==> run_1/clk_routes.png <==
Drawn at 12 px/um.
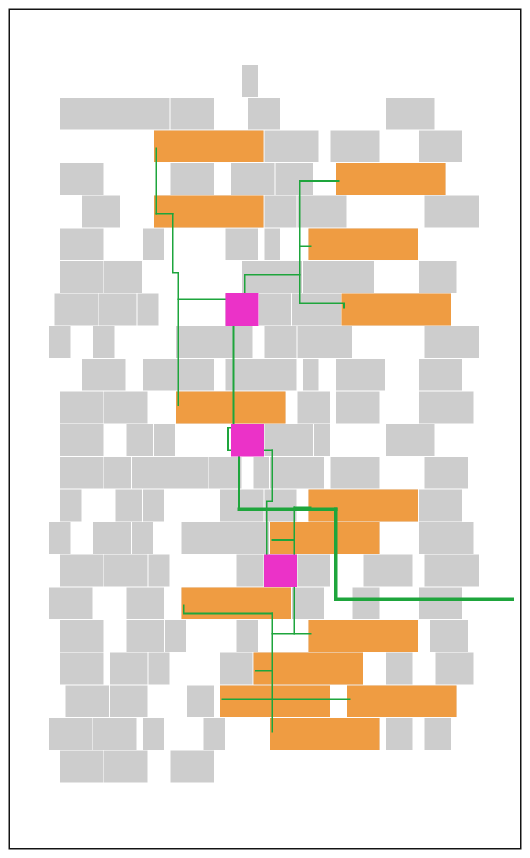
==> run_1/power_grid.png <==
Drawn at 8 px/um. Pins as bars on the die edge.
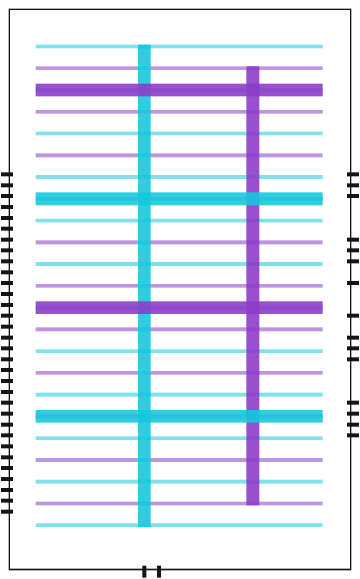
==> run_1/flops_by_reg.png <==
Drawn at 10 px/um. Other sequential cells in the stronger gray, the rest of the logic in the fainter gray.
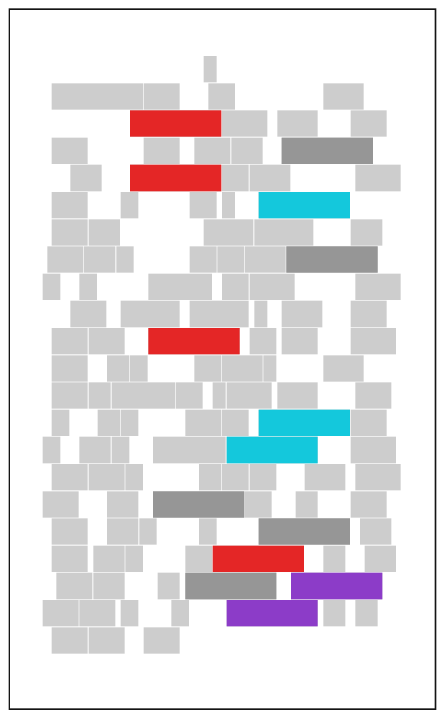
**src/rtl/tetris_pkg.sv**
```systemverilog
// tetris_pkg
// Shared constants and types for the Tetris board datapath.
//   BOARD_W / BOARD_H / CELL_W : board geometry and cell colour width
//   BOARD_CELLS, CELL_ADDR_W   : derived cell count and address width
//   cell_t                     : colour code stored in each board cell
//   owner_t                    : tag naming which port owns an in-flight read
package tetris_pkg;

  localparam int BOARD_W     = 10;
  localparam int BOARD_H     = 20;
  localparam int CELL_W      = 3;
  localparam int BOARD_CELLS = BOARD_W * BOARD_H;
  localparam int CELL_ADDR_W = $clog2(BOARD_CELLS);

  typedef enum logic [CELL_W-1:0] {
    EMPTY = 3'd0,
    I     = 3'd1,
    O     = 3'd2,
    T     = 3'd3,
    S     = 3'd4,
    Z     = 3'd5,
    J     = 3'd6,
    L     = 3'd7
  } cell_t;

  typedef enum logic [1:0] {
    OWN_NONE = 2'd0,
    OWN_VID  = 2'd1,
    OWN_GAME = 2'd2
  } owner_t;

endpackage

```
**src/rtl/board_rsp_pipe.sv**
```systemverilog
// board_rsp_pipe
// Two-stage owner-tag pipeline that routes board RAM read data back to the
// port that issued the read.
//   Clk, Reset_n     : clock, asynchronous active-low reset
//   i_owner          : owner of the access granted this cycle
//   i_memRdata       : RAM read data (valid one cycle after the address)
//   o_vidRvalid/Rdata   : video response
//   o_gameRvalid/Rdata  : game response
module board_rsp_pipe
  import tetris_pkg::*;
#(
  parameter int DATA_W = CELL_W
) (
  input  logic              Clk,
  input  logic              Reset_n,
  input  owner_t            i_owner,
  input  logic [DATA_W-1:0] i_memRdata,
  output logic              o_vidRvalid,
  output logic [DATA_W-1:0] o_vidRdata,
  output logic              o_gameRvalid,
  output logic [DATA_W-1:0] o_gameRdata
);

  owner_t            r_tag1;
  owner_t            r_tag2;
  logic [DATA_W-1:0] r_vidRdata;
  logic [DATA_W-1:0] r_gameRdata;

  // Stage 1 remembers who owns the RAM access issued last cycle; when that
  // tag is live the RAM output belongs to that owner, so it is captured into
  // the owner's data register while the tag moves on to stage 2. The stage 2
  // tag then marks the cycle in which the captured data is presented.
  always_ff @(posedge Clk or negedge Reset_n) begin
    if (!Reset_n) begin
      r_tag1      <= OWN_NONE;
      r_tag2      <= OWN_NONE;
      r_vidRdata  <= '0;
      r_gameRdata <= '0;
    end else begin
      r_tag1 <= i_owner;
      r_tag2 <= r_tag1;
      if (r_tag1 == OWN_VID) begin
        r_vidRdata <= i_memRdata;
      end
      if (r_tag1 == OWN_GAME) begin
        r_gameRdata <= i_memRdata;
      end
    end
  end

  assign o_vidRvalid  = (r_tag2 == OWN_VID);
  assign o_gameRvalid = (r_tag2 == OWN_GAME);
  assign o_vidRdata   = r_vidRdata;
  assign o_gameRdata  = r_gameRdata;

endmodule

```
**src/rtl/board_mem_arbiter.sv**
```systemverilog
// board_mem_arbiter
// Arbitrates the single-port board RAM between the VGA colour mapper (fixed
// priority, read-only) and the game engine (reads and writes, starvation
// bounded by MAX_STALL consecutive lost contentions).
//   Clk, Reset_n                          : clock, asynchronous active-low reset
//   vid_req/vid_addr -> vid_gnt           : video read request and grant
//   vid_rvalid/vid_rdata                  : video read response (grant + 2)
//   game_req/we/addr/wdata -> game_gnt    : game request and grant
//   game_rvalid/game_rdata                : game read response (grant + 2)
//   mem_addr/mem_we/mem_wdata, mem_rdata  : board RAM port
module board_mem_arbiter
  import tetris_pkg::*;
#(
  parameter int ADDR_W    = CELL_ADDR_W,
  parameter int DATA_W    = CELL_W,
  parameter int MAX_STALL = 4
) (
  input  logic              Clk,
  input  logic              Reset_n,
  input  logic              vid_req,
  input  logic [ADDR_W-1:0] vid_addr,
  output logic              vid_gnt,
  output logic              vid_rvalid,
  output logic [DATA_W-1:0] vid_rdata,
  input  logic              game_req,
  input  logic              game_we,
  input  logic [ADDR_W-1:0] game_addr,
  input  logic [DATA_W-1:0] game_wdata,
  output logic              game_gnt,
  output logic              game_rvalid,
  output logic [DATA_W-1:0] game_rdata,
  output logic [ADDR_W-1:0] mem_addr,
  output logic              mem_we,
  output logic [DATA_W-1:0] mem_wdata,
  input  logic [DATA_W-1:0] mem_rdata
);

  localparam logic [3:0] STALL_LIMIT = 4'(MAX_STALL);

  logic [3:0] r_stallCnt;
  logic       w_gameWins;
  owner_t     w_owner;

  // The game port wins when it is alone, or when it has already lost
  // MAX_STALL contentions in a row. Grants are masked while reset is held so
  // no requester retires a request that the RAM never sees.
  always_comb begin
    w_gameWins = game_req & (~vid_req | (r_stallCnt == STALL_LIMIT));
    game_gnt   = Reset_n & w_gameWins;
    vid_gnt    = Reset_n & vid_req & ~w_gameWins;
  end

  // Counts consecutive cycles where the game engine waited behind video.
  // Any cycle without a game request, or a game grant, ends the streak.
  always_ff @(posedge Clk or negedge Reset_n) begin
    if (!Reset_n) begin
      r_stallCnt <= '0;
    end else if (!game_req || game_gnt) begin
      r_stallCnt <= '0;
    end else if (vid_gnt && (r_stallCnt < STALL_LIMIT)) begin
      r_stallCnt <= r_stallCnt + 4'd1;
    end
  end

  // RAM port follows the granted requester; idle cycles drive zeros so the
  // RAM never sees a stray write. Video never writes.
  always_comb begin
    mem_addr  = '0;
    mem_we    = 1'b0;
    mem_wdata = '0;
    w_owner   = OWN_NONE;
    if (vid_gnt) begin
      mem_addr = vid_addr;
      w_owner  = OWN_VID;
    end else if (game_gnt) begin
      mem_addr  = game_addr;
      mem_we    = game_we;
      mem_wdata = game_wdata;
      w_owner   = game_we ? OWN_NONE : OWN_GAME;
    end
  end

  board_rsp_pipe #(
    .DATA_W(DATA_W)
  ) u_rspPipe (
    .Clk         (Clk),
    .Reset_n     (Reset_n),
    .i_owner     (w_owner),
    .i_memRdata  (mem_rdata),
    .o_vidRvalid (vid_rvalid),
    .o_vidRdata  (vid_rdata),
    .o_gameRvalid(game_rvalid),
    .o_gameRdata (game_rdata)
  );

endmodule

```
**config.mk**
```make
export PLATFORM = sky130hd
export DESIGN_NAME = board_mem_arbiter
export DESIGN_NICKNAME = d
export VERILOG_FILES = /design/src/rtl/tetris_pkg.sv /design/src/rtl/board_rsp_pipe.sv /design/src/rtl/board_mem_arbiter.sv
export SDC_FILE = /design/constraint.sdc
export NUM_CORES = 1
export LEC_CHECK = 0
export ABC_CLOCK_PERIOD_IN_PS = 1300
export CAP_MARGIN = 20
export CORE_ASPECT_RATIO = 1.75
export CORE_MARGIN = 3
export CORE_UTILIZATION = 31
export DETAILED_ROUTE_END_ITERATION = 6
export MAX_ROUTING_LAYER = met4
export PLACE_DENSITY = 0.74
export SLEW_MARGIN = 20
export SYNTH_ARGS = -nofsm -noshare
export SYNTH_HDL_FRONTEND = slang
export SYNTH_SLANG_ARGS = --single-unit
export TNS_END_PERCENT = 20
```
**constraint.sdc**
```tcl
create_clock -name Clk -period 1.3 [get_ports Clk]
set_input_delay 0.13 -clock Clk [delete_from_list [all_inputs] [get_ports Clk]]
set_output_delay 0.13 -clock Clk [all_outputs]
set_load 0.01 [all_outputs]
```
==> results.py, run 1 <==
# Flow results
metrics = {
    "die": {
        "die_y_um": 69.84,
        "die_w_um": 42.48,
        "taps": 24,
    },
    "timing": {
        "rsz0062_at_grt": "true",
        "finalSetupViolCount": 19,
        "finalSetupTns_ps": -7678,
        "hold_viol_final": 0,
        "worst_slew_pin_slew_ps": 385.5,
        "finalCritPeriodShare_pct": 143.2,
        "fmax_ghz": 0.5371,
        "slew_headroom_pct": 74.22,
        "setup_slack_ps": -561.9,
        "drv_slew": 0,
        "period_needed_ps": 1862,
    },
    "outcome": {
        "outcome": "finished, violations left",
        "failed_checks": "setup timing",
    },
    "logic_synthesis": {
        "largest_area_cell": "dfrtp_1",
        "synth_area_um2": 721.9,
        "mux_area_share_pct": 10.75,
        "yosys_cells": 58,
        "fp_nets": 87,
        "synth-edff-count": 0,
        "ff_type": "dfrtp_1",
        "ys_top_logic_family": "AND-OR/OR-AND gates",
        "async_flop_share_pct": 100.0,
        "ys_sh_aoi_pct": 17.50,
        "ys_sh_adder_pct": 3.466,
        "synth_cell_types": 22,
        "ys.warnings.count": 0,
        "simple_gate_area_share_pct": 14.90,
        "synth_cells": 58,
        "postSynthSeqShare_pct": 48.53,
        "numSynthFlops": 14,
    },
    "power_and_ir_drop": {
        "irDropWorstVdd_v": 0.0005537,
        "power_density_nw_per_um2": 830.2,
        "power_leakage_nw": 0.7051,
        "total_power_w": 0.001150,
    },
    "run": {
        "warnings": 30,
    },
    "final_layout": {
        "logic_gates": 41,
        "area_delta_synth_final_pct": 91.85,
        "drive_above_1_share_pct": 39.52,
        "flops": 14,
        "mostFrequentLayoutCell": "clkdlybuf4s50_1",
        "clk_share_pct": 2.620,
        "buffers": 61,
        "sh_seq_area_pct": 25.29,
        "largest_class": "non-clock buffers",
        "n_clock_buffer": 4,
        "final-seq-area_um2": 350.3,
        "buffer_area_share_pct": 39.02,
    },
    "route": {
        "first_iter_violations": 6,
        "dr_total_vias": 744,
        "drc": 0,
        "dr.pass1.iters": 4,
    },
    "critical_path": {
        "reg2reg_from": "r_stallCnt[0]$_DFFE_PN0P_",
        "critPathTopFamily": "AND-OR/OR-AND gates",
        "worstPathRequired_ps": 1170,
        "path_class": "register to primary output",
        "crit_chain": "inv_2 -> ha_4 -> and3b_4 -> buf_6 -> o211a_4 -> a22o_1 -> buf_2",
        "cpMaxStageDelayCell": "dfrtp_1",
        "slowest_delay_ps": 360,
    },
    "global_routing": {
        "grt.overflow.total": 0,
        "grt_pass1_vias": 793,
        "grt_use_total_pct": 15.30,
    },
    "clock_network": {
        "clock.latency.late_pin_ps": 270,
        "cts-root-buf": "clkbuf_4",
        "cts.clk_slew.worst_paths_ps": 80,
        "post-cts-setup-buffer-count": 2,
        "h-tree-depth": 1,
        "cts_made_buffers": 3,
        "cts_tree": "yes",
    },
    "place": {
        "hpwl_um": 1658,
    },
    "worst_hold_path": {
        "hold_class": "input pin to asynchronous set/reset pin",
    },
}
-- clk_routes.png (at the start) --
flip-flops: shown in orange, count 14. clock drivers: shown in magenta, count 3. clock wires: shown in green, length 164 um.
There are 4 routed clock nets.

-- power_grid.png (at the start) --
VDD: shown in purple. VSS: shown in cyan.
4 straps on met5. 2 straps on met4. 49 signal pins sit on the boundary.

-- flops_by_reg.png (at the start) --
u_rspPipe.o_vidRdata: shown in cyan, placed flops 3. r_stallCnt: shown in red, placed flops 4. u_rspPipe.r_tag2: shown in purple, placed flops 2.
Another 5 sequential cells are not colored.

[run 1: flip-flops by register name, indices dropped and copies added, names as in the netlist]
register / cells
u_rspPipe.o_vidRdata: 3
u_rspPipe.o_gameRdata: 3
u_rspPipe.r_tag1: 2
u_rspPipe.r_tag2: 2
r_stallCnt: 4
[run 1: layer usage]
layer / vias to the layer above / track usage [%] / part of all wire, %
met3: 2 / 4.416 / 9.0
met5: - / - / 0
met4: 0 / 4.152 / 0.33
met2: 47 / 28.01 / 56
met1: 348 / 15.19 / 34
li1: 347 / - / -
[run 1: stage by stage]
step	util [%]	instances	setup WS (ps)	instance area, um2	hold WS [ps]
final	64.51	148	-561.9	1385	309.7
after global routing	64.51	148	-643.6	1385	321.6
after global placement	60.37	139	-579.4	1296	372.8
after floorplan	-	58	-195.7	721.9	-165.6
after CTS	62.65	147	-628.3	1345	311.2
after detailed placement	60.37	139	-615.6	1296	388.2
[run 1: worst paths after layout]
path                                                  endpoint  cells past startpoint  slack, ps
setup reg to reg                     r_stallCnt[3]$_DFFE_PN0P_                      7       -110
hold reg to reg                  u_rspPipe.r_tag2[1]$_DFF_PN0_                      0        400
min in group Clk                 u_rspPipe.r_tag2[1]$_DFF_PN0_                      0        400
hold / removal                       r_stallCnt[2]$_DFFE_PN0P_                      3        310
setup / recovery                                   mem_addr[4]                      7       -560
max in group asynchronous  u_rspPipe.o_vidRdata[0]$_DFFE_PN0N_                      3        870
[run 1: cell usage after synthesis, types with 2 or more instances]
master / n
dfrtp_1: 14
nor3_1: 3
mux2_2: 6
ha_1: 2
and2_1: 4
nor2b_1: 2
a22o_1: 8
nand2b_1: 2
inv_1: 4
[run 1: report_power, final]
group,switching [W],internal [W]
sequential,0.0000196,0.000479
combinational,0.000135,0.000216
clock,0.000130,0.000170
total,0.000284,0.000865
==> run_1/placement_by_type.png <==
Drawn at 10 px/um. Fill, decap, tap and diode cells in gray.
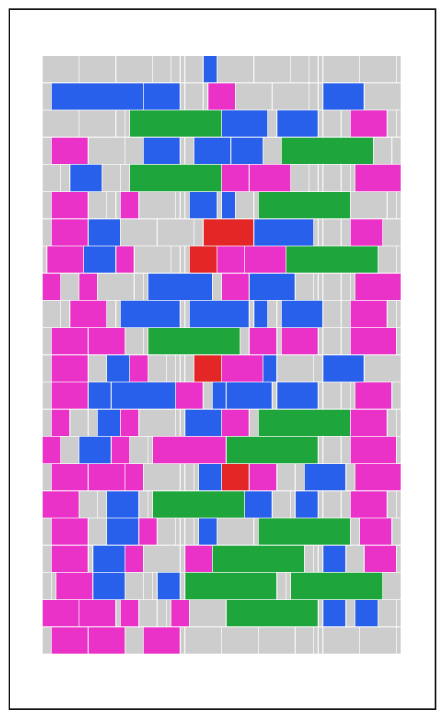

==> run 1 -> run 2 <==
--- a/config.mk
+++ b/config.mk
@@ -5,14 +5,13 @@
 export SDC_FILE = /design/constraint.sdc
 export NUM_CORES = 1
 export LEC_CHECK = 0
-export ABC_CLOCK_PERIOD_IN_PS = 1300
+export ABC_CLOCK_PERIOD_IN_PS = 2160
 export CAP_MARGIN = 20
-export CORE_ASPECT_RATIO = 1.75
 export CORE_MARGIN = 3
-export CORE_UTILIZATION = 31
+export CORE_UTILIZATION = 37
 export DETAILED_ROUTE_END_ITERATION = 6
 export MAX_ROUTING_LAYER = met4
-export PLACE_DENSITY = 0.74
+export PLACE_DENSITY = 0.83
 export SLEW_MARGIN = 20
 export SYNTH_ARGS = -nofsm -noshare
 export SYNTH_HDL_FRONTEND = slang
==> constraint.sdc (replaced) <==
create_clock -name Clk -period 2.16 [get_ports Clk]
set_input_delay 0.216 -clock Clk [delete_from_list [all_inputs] [get_ports Clk]]
set_output_delay 0.216 -clock Clk [all_outputs]
set_load 0.01 [all_outputs]
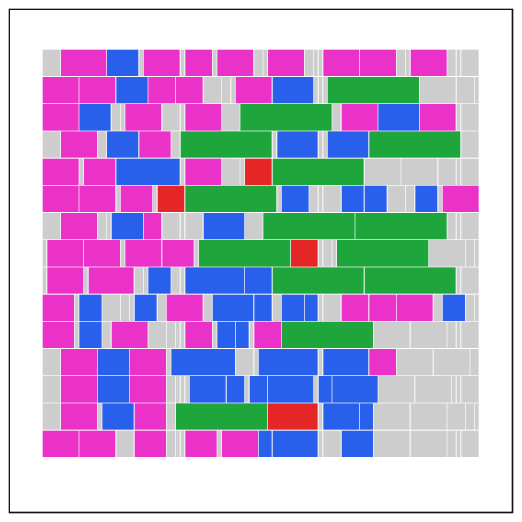
(run_2/placement_by_type.png)
Drawn at 10 px/um. Fill, decap, tap and diode cells in gray.
remaining buffers and delay cells: shown in magenta, cells 56, share of their area 40%. combinational and other logic: shown in blue, cells 45, share of their area 30%. sequential cells: shown in green, cells 14, share of their area 27%. clock drivers and dummy loads: shown in red, cells 4, share of their area 2.8%.

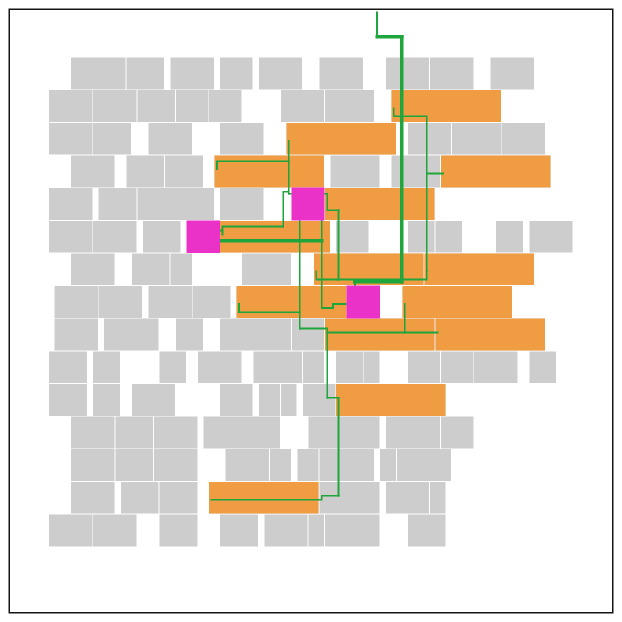
(run_2/clk_routes.png)
Drawn at 12 px/um.
flip-flops: shown in orange, count 14. clock wires: shown in green, length 171 um. clock drivers: shown in magenta, count 3.
There are 4 routed clock nets.

==> run 2 against run 1 <==
Combinational power fell by 38%. Worst hold slack improved by 84 ps. The run now ends clean. Critical path depth down 1. First-iteration DRC count grew 50%. Final cell count down 2.7%. Clock power shrank 37%. Wire length increased by 4.1%. Die size fell by 15%. Synthesized cell count unchanged. Register-to-register slack improved by 810 ps. Synthesized area unchanged.
==> results.py, run 2 <==
# Flow results
metrics = {
    "outcome": {
        "outcome": "complete, no violations",
    },
    "global_routing": {
        "grt.overflow.total": 0,
        "grt_pass1_vias": 770,
    },
    "critical_path": {
        "critPathTopFamily": "AND-OR/OR-AND gates",
        "slowest_delay_ps": 370,
        "cpMaxStageDelayCell": "dfrtp_1",
        "r2r_end": "r_stallCnt[0]$_DFFE_PN0P_",
        "crit_chain": "inv_1 -> ha_1 -> and3b_4 -> o211a_4 -> a22o_1 -> dlygate4sd2_1",
    },
    "clock_network": {
        "cts.clk_slew.worst_paths_ps": 90,
        "h-tree-depth": 1,
        "cts_made_buffers": 3,
        "clock.latency.late_pin_ps": 280,
        "cts_tree": "yes",
        "cts-root-buf": "clkbuf_4",
    },
    "timing": {
        "period_needed_ps": 2069,
        "holdWs_ps": 393.5,
        "hold_viol_final": 0,
        "finalSetupViolCount": 0,
        "slew_headroom_pct": 71.20,
    },
    "power_and_ir_drop": {
        "power_density_nw_per_um2": 527.8,
    },
    "logic_synthesis": {
        "synth_cells": 58,
        "synth_cell_types": 22,
        "synth_area_um2": 721.9,
        "ys.warnings.count": 0,
        "simple_gate_area_share_pct": 14.90,
        "top_cells_by_count": "dfrtp_1 (14), a22o_1 (8), mux2_2 (6), and2_1 (4), inv_1 (4)",
        "fp_nets": 87,
        "ff_type": "dfrtp_1",
        "postSynthSeqShare_pct": 48.53,
    },
    "final_layout": {
        "largest_register": "r_stallCnt",
        "final_cells": 144,
        "mostFrequentLayoutCell": "clkdlybuf4s50_1",
        "stdcell_area_um2": 1341,
        "drive_above_1_share_pct": 20.17,
    },
    "place": {
        "placed_area_um2": 1237,
        "placed_cells": 132,
    },
    "route": {
        "drc": 0,
        "first_iter_violations": 9,
    },
    "worst_hold_path": {
        "whs_endpoint": "u_rspPipe.r_tag2[0]$_DFF_PN0_",
    },
}
[run 2: cell counts after synthesis]
No cell type changed its count.
[run 2: where the power goes]
| group | total [W] | internal (W) | switching [W] |
|---|---|---|---|
| Clock | 0.000189 | 0.000102 | 0.0000863 |
| Sequential | 0.000304 | 0.000289 | 0.0000150 |
| Combinational | 0.000216 | 0.000137 | 0.0000788 |
| Total | 0.000708 | 0.000528 | 0.000180 |
[run 2: layout make-up]
type | count | area (um2) | share of cell area, %
Clock buffer | 4 | 36.28 | 2.705
Inverter | 4 | 15.01 | 1.119
Multi-Input combinational cell | 41 | 379.1 | 28.26
Sequential cell | 14 | 350.3 | 26.12
Tap cell | 25 | 31.28 | 2.332
Timing Repair Buffer | 56 | 529.3 | 39.46
[run 2: how the worst max path moves through the flow]
| stage | depth (start not counted) | slack (ps) | to |
|---|---|---|---|
| 6_report | 6 | 90 | mem_addr[6] |
| 5_1_grt | 6 | 10 | mem_addr[7] |
| 4_1_cts | 6 | -30 | vid_gnt |
| 3_5_place_dp | 6 | 80 | mem_addr[6] |
| 3_3_place_gp | 5 | 120 | mem_addr[5] |
| 2_1_floorplan | 6 | 580 | mem_addr[2] |
[run 2: per-layer routing]
metal	GRT usage, %	up-vias	routed length, um
met2	31.09	43	1132
met4	8.295	0	20
li1	-	338	-
met3	4.451	2	163
met5	-	-	0
met1	23.25	349	895
[run 2: timing repair]
action / in CTS / in global routing
endpoints found under the setup margin: 14 / 2
cloned: 2 / 0
endpoints found under the hold margin: 0 / 0
setup buffers: 3 / 3
gates resized: 14 / 6
pin swaps: 2 / 1
[run 2: metrics by stage]
stage	total power, W	setup slack (ps)
floorplan	0.0003775	578.3
global placement	0.0005144	116.1
detailed placement	0.0005196	78.78
CTS	0.0007095	-34.39
global route	0.0007403	10.61
finish	0.0007080	90.64
==> run 2 -> run 3 <==
--- a/config.mk
+++ b/config.mk
@@ -7,11 +7,12 @@
 export LEC_CHECK = 0
 export ABC_CLOCK_PERIOD_IN_PS = 2160
 export CAP_MARGIN = 20
-export CORE_MARGIN = 3
-export CORE_UTILIZATION = 37
+export CORE_AREA = 3 3 40 42
 export DETAILED_ROUTE_END_ITERATION = 6
+export DIE_AREA = 0 0 43 45
+export DONT_BUFFER_PORTS = 1
 export MAX_ROUTING_LAYER = met4
-export PLACE_DENSITY = 0.83
+export PLACE_DENSITY = 0.69
 export SLEW_MARGIN = 20
 export SYNTH_ARGS = -nofsm -noshare
 export SYNTH_HDL_FRONTEND = slang
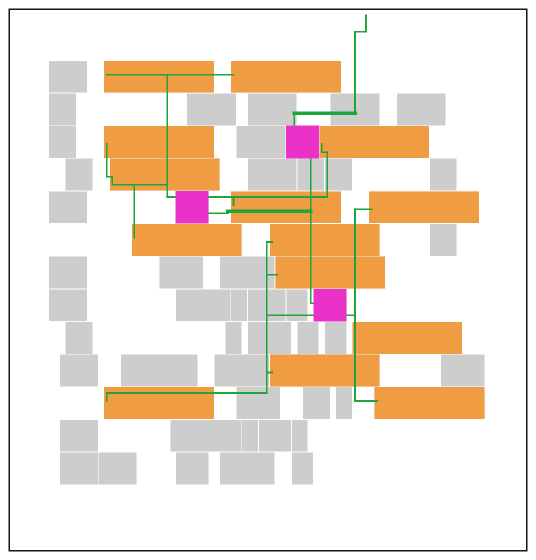
(run_3/clk_routes.png)
Drawn at 12 px/um.
clock drivers: shown in magenta, count 3. flip-flops: shown in orange, count 14. clock wires: shown in green, length 150 um.
There are 4 routed clock nets.

==> run 3 against run 2 <==
Global-route usage shrank 4.1 points. Highest routed layer is now met3. Largest power group unchanged. Critical endpoint is now mem_addr[0]. Sequential power grew 4%. Non-clock buffer count is 54 lower. First-iteration DRC count decreased by 89%. Design area is 42% lower. Power is 25% lower. Wire length down 39%.
==> results.py, run 3 <==
# Flow results
metrics = {
    "outcome": {
        "outcome": "complete, no violations",
    },
    "worst_hold_path": {
        "hold_class": "input pin to register",
    },
    "route": {
        "wl_met1_um": 531,
        "dr.pass1.iters": 2,
        "dr_total_vias": 469,
        "first_iter_violations": 1,
        "met3_length_um": 151,
    },
    "logic_synthesis": {
        "async_flop_share_pct": 100.0,
        "ff_type": "dfrtp_1",
        "top_cell": "dfrtp_1",
        "ys_sh_adder_pct": 3.466,
        "mux_area_share_pct": 10.75,
        "ys.warnings.count": 0,
        "numSynthFlops": 14,
        "postSynthSeqShare_pct": 48.53,
        "yosys_cells": 58,
    },
    "power_and_ir_drop": {
        "total_power_w": 0.0005303,
        "irDropWorstVdd_v": 0.0003445,
    },
    "clock_network": {
        "cts_made_buffers": 3,
        "post-cts-setup-buffer-count": 0,
        "h-tree-depth": 1,
        "cts_tree": "yes",
        "clock.latency.late_pin_ps": 270,
        "cts.clk_slew.worst_paths_ps": 80,
    },
    "critical_path": {
        "r2r_cells": 5,
        "slowest_delay_ps": 380,
    },
    "timing": {
        "worst_slew_pin_slew_ps": 614.8,
        "fmax_ghz": 0.5350,
        "setup_slack_ps": 290.9,
        "finalSetupViolCount": 0,
        "holdWs_ps": 70.10,
    },
    "global_routing": {
        "grtUsageMet1_pct": 18.67,
        "top_usage_layer": "met2",
        "grt.overflow.total": 0,
        "grt_use_met3_pct": 2.390,
        "grt_use_met2_pct": 26.05,
        "grt_use_total_pct": 15.32,
    },
    "final_layout": {
        "area_delta_synth_final_pct": 6.932,
        "drive_above_1_share_pct": 19.35,
        "stdcell_area_um2": 772.0,
    },
    "place": {
        "placed_area_um2": 729.5,
    },
    "die": {
        "die_y_um": 45,
    },
}
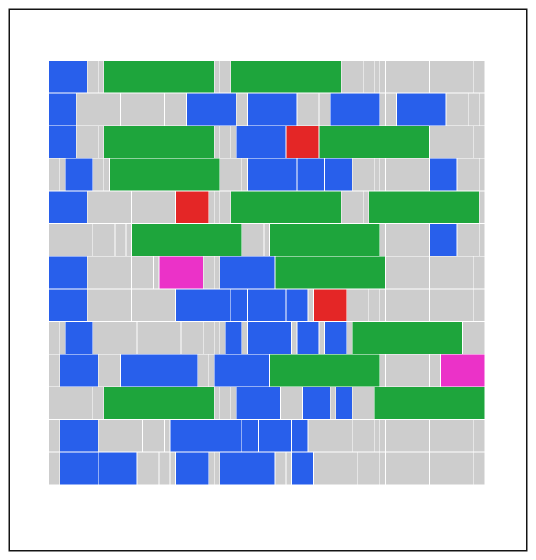
(run_3/placement_by_type.png)
Drawn at 12 px/um. Fill, decap, tap and diode cells in gray.
clock drivers: shown in red, cells 3, share of their area 3.0%. remaining buffers and delay cells: shown in magenta, cells 2, share of their area 2.7%. sequential cells: shown in green, cells 14, share of their area 47%. combinational and other logic: shown in blue, cells 43, share of their area 48%.

## run 3: power breakdown
| part | internal, W | switching (W) |
|---|---|---|
| combinational | 0.0000370 | 0.0000353 |
| clock | 0.0000645 | 0.0000766 |
| sequential | 0.000289 | 0.0000282 |
| total | 0.000390 | 0.000140 |
## run 3: path summary, 6_finish.rpt
| check | startpoint | endpoint | slack [ps] |
|---|---|---|---|
| setup / recovery | r_stallCnt[0]$_DFFE_PN0P_ | mem_addr[0] | 290 |
| hold / removal | game_req | r_stallCnt[2]$_DFFE_PN0P_ | 70 |
| setup reg to reg | r_stallCnt[0]$_DFFE_PN0P_ | r_stallCnt[0]$_DFFE_PN0P_ | 840 |
| hold reg to reg | u_rspPipe.r_tag1[0]$_DFF_PN0_ | u_rspPipe.r_tag2[0]$_DFF_PN0_ | 400 |
| max in group asynchronous | Reset_n | u_rspPipe.o_gameRdata[2]$_DFFE_PN0N_ | 1370 |
| min in group asynchronous | Reset_n | u_rspPipe.o_vidRdata[2]$_DFFE_PN0N_ | 390 |
## run 3: worst reg2reg max path: cells and delay by family, from the launching register on
kind | cells | cell delay [ps]
buf+inv | 1 | 50
simple gates | 2 | 410
flops | 1 | 380
fa+ha+maj | 1 | 190
compound gates | 1 | 200
## run 3: layout make-up
cell class,instances,area [um2]
well taps,15,18.77
multi-input cells,39,345.3
inverters,4,15.01
fillers,114,513.0
repair buffers,2,20.02
flip-flops and latches,14,350.3
clock buffers,3,22.52
## run 3: kinds of logic after synthesis
logic type	count (synthesis)
XOR/XNOR	1
multiplexers	7
adder cells (fa/ha/maj)	2
buffers and inverters	5
flip-flops	14
AND/OR/NAND/NOR	16
AND-OR/OR-AND	13
Power is estimated from default activity; no workload was simulated.
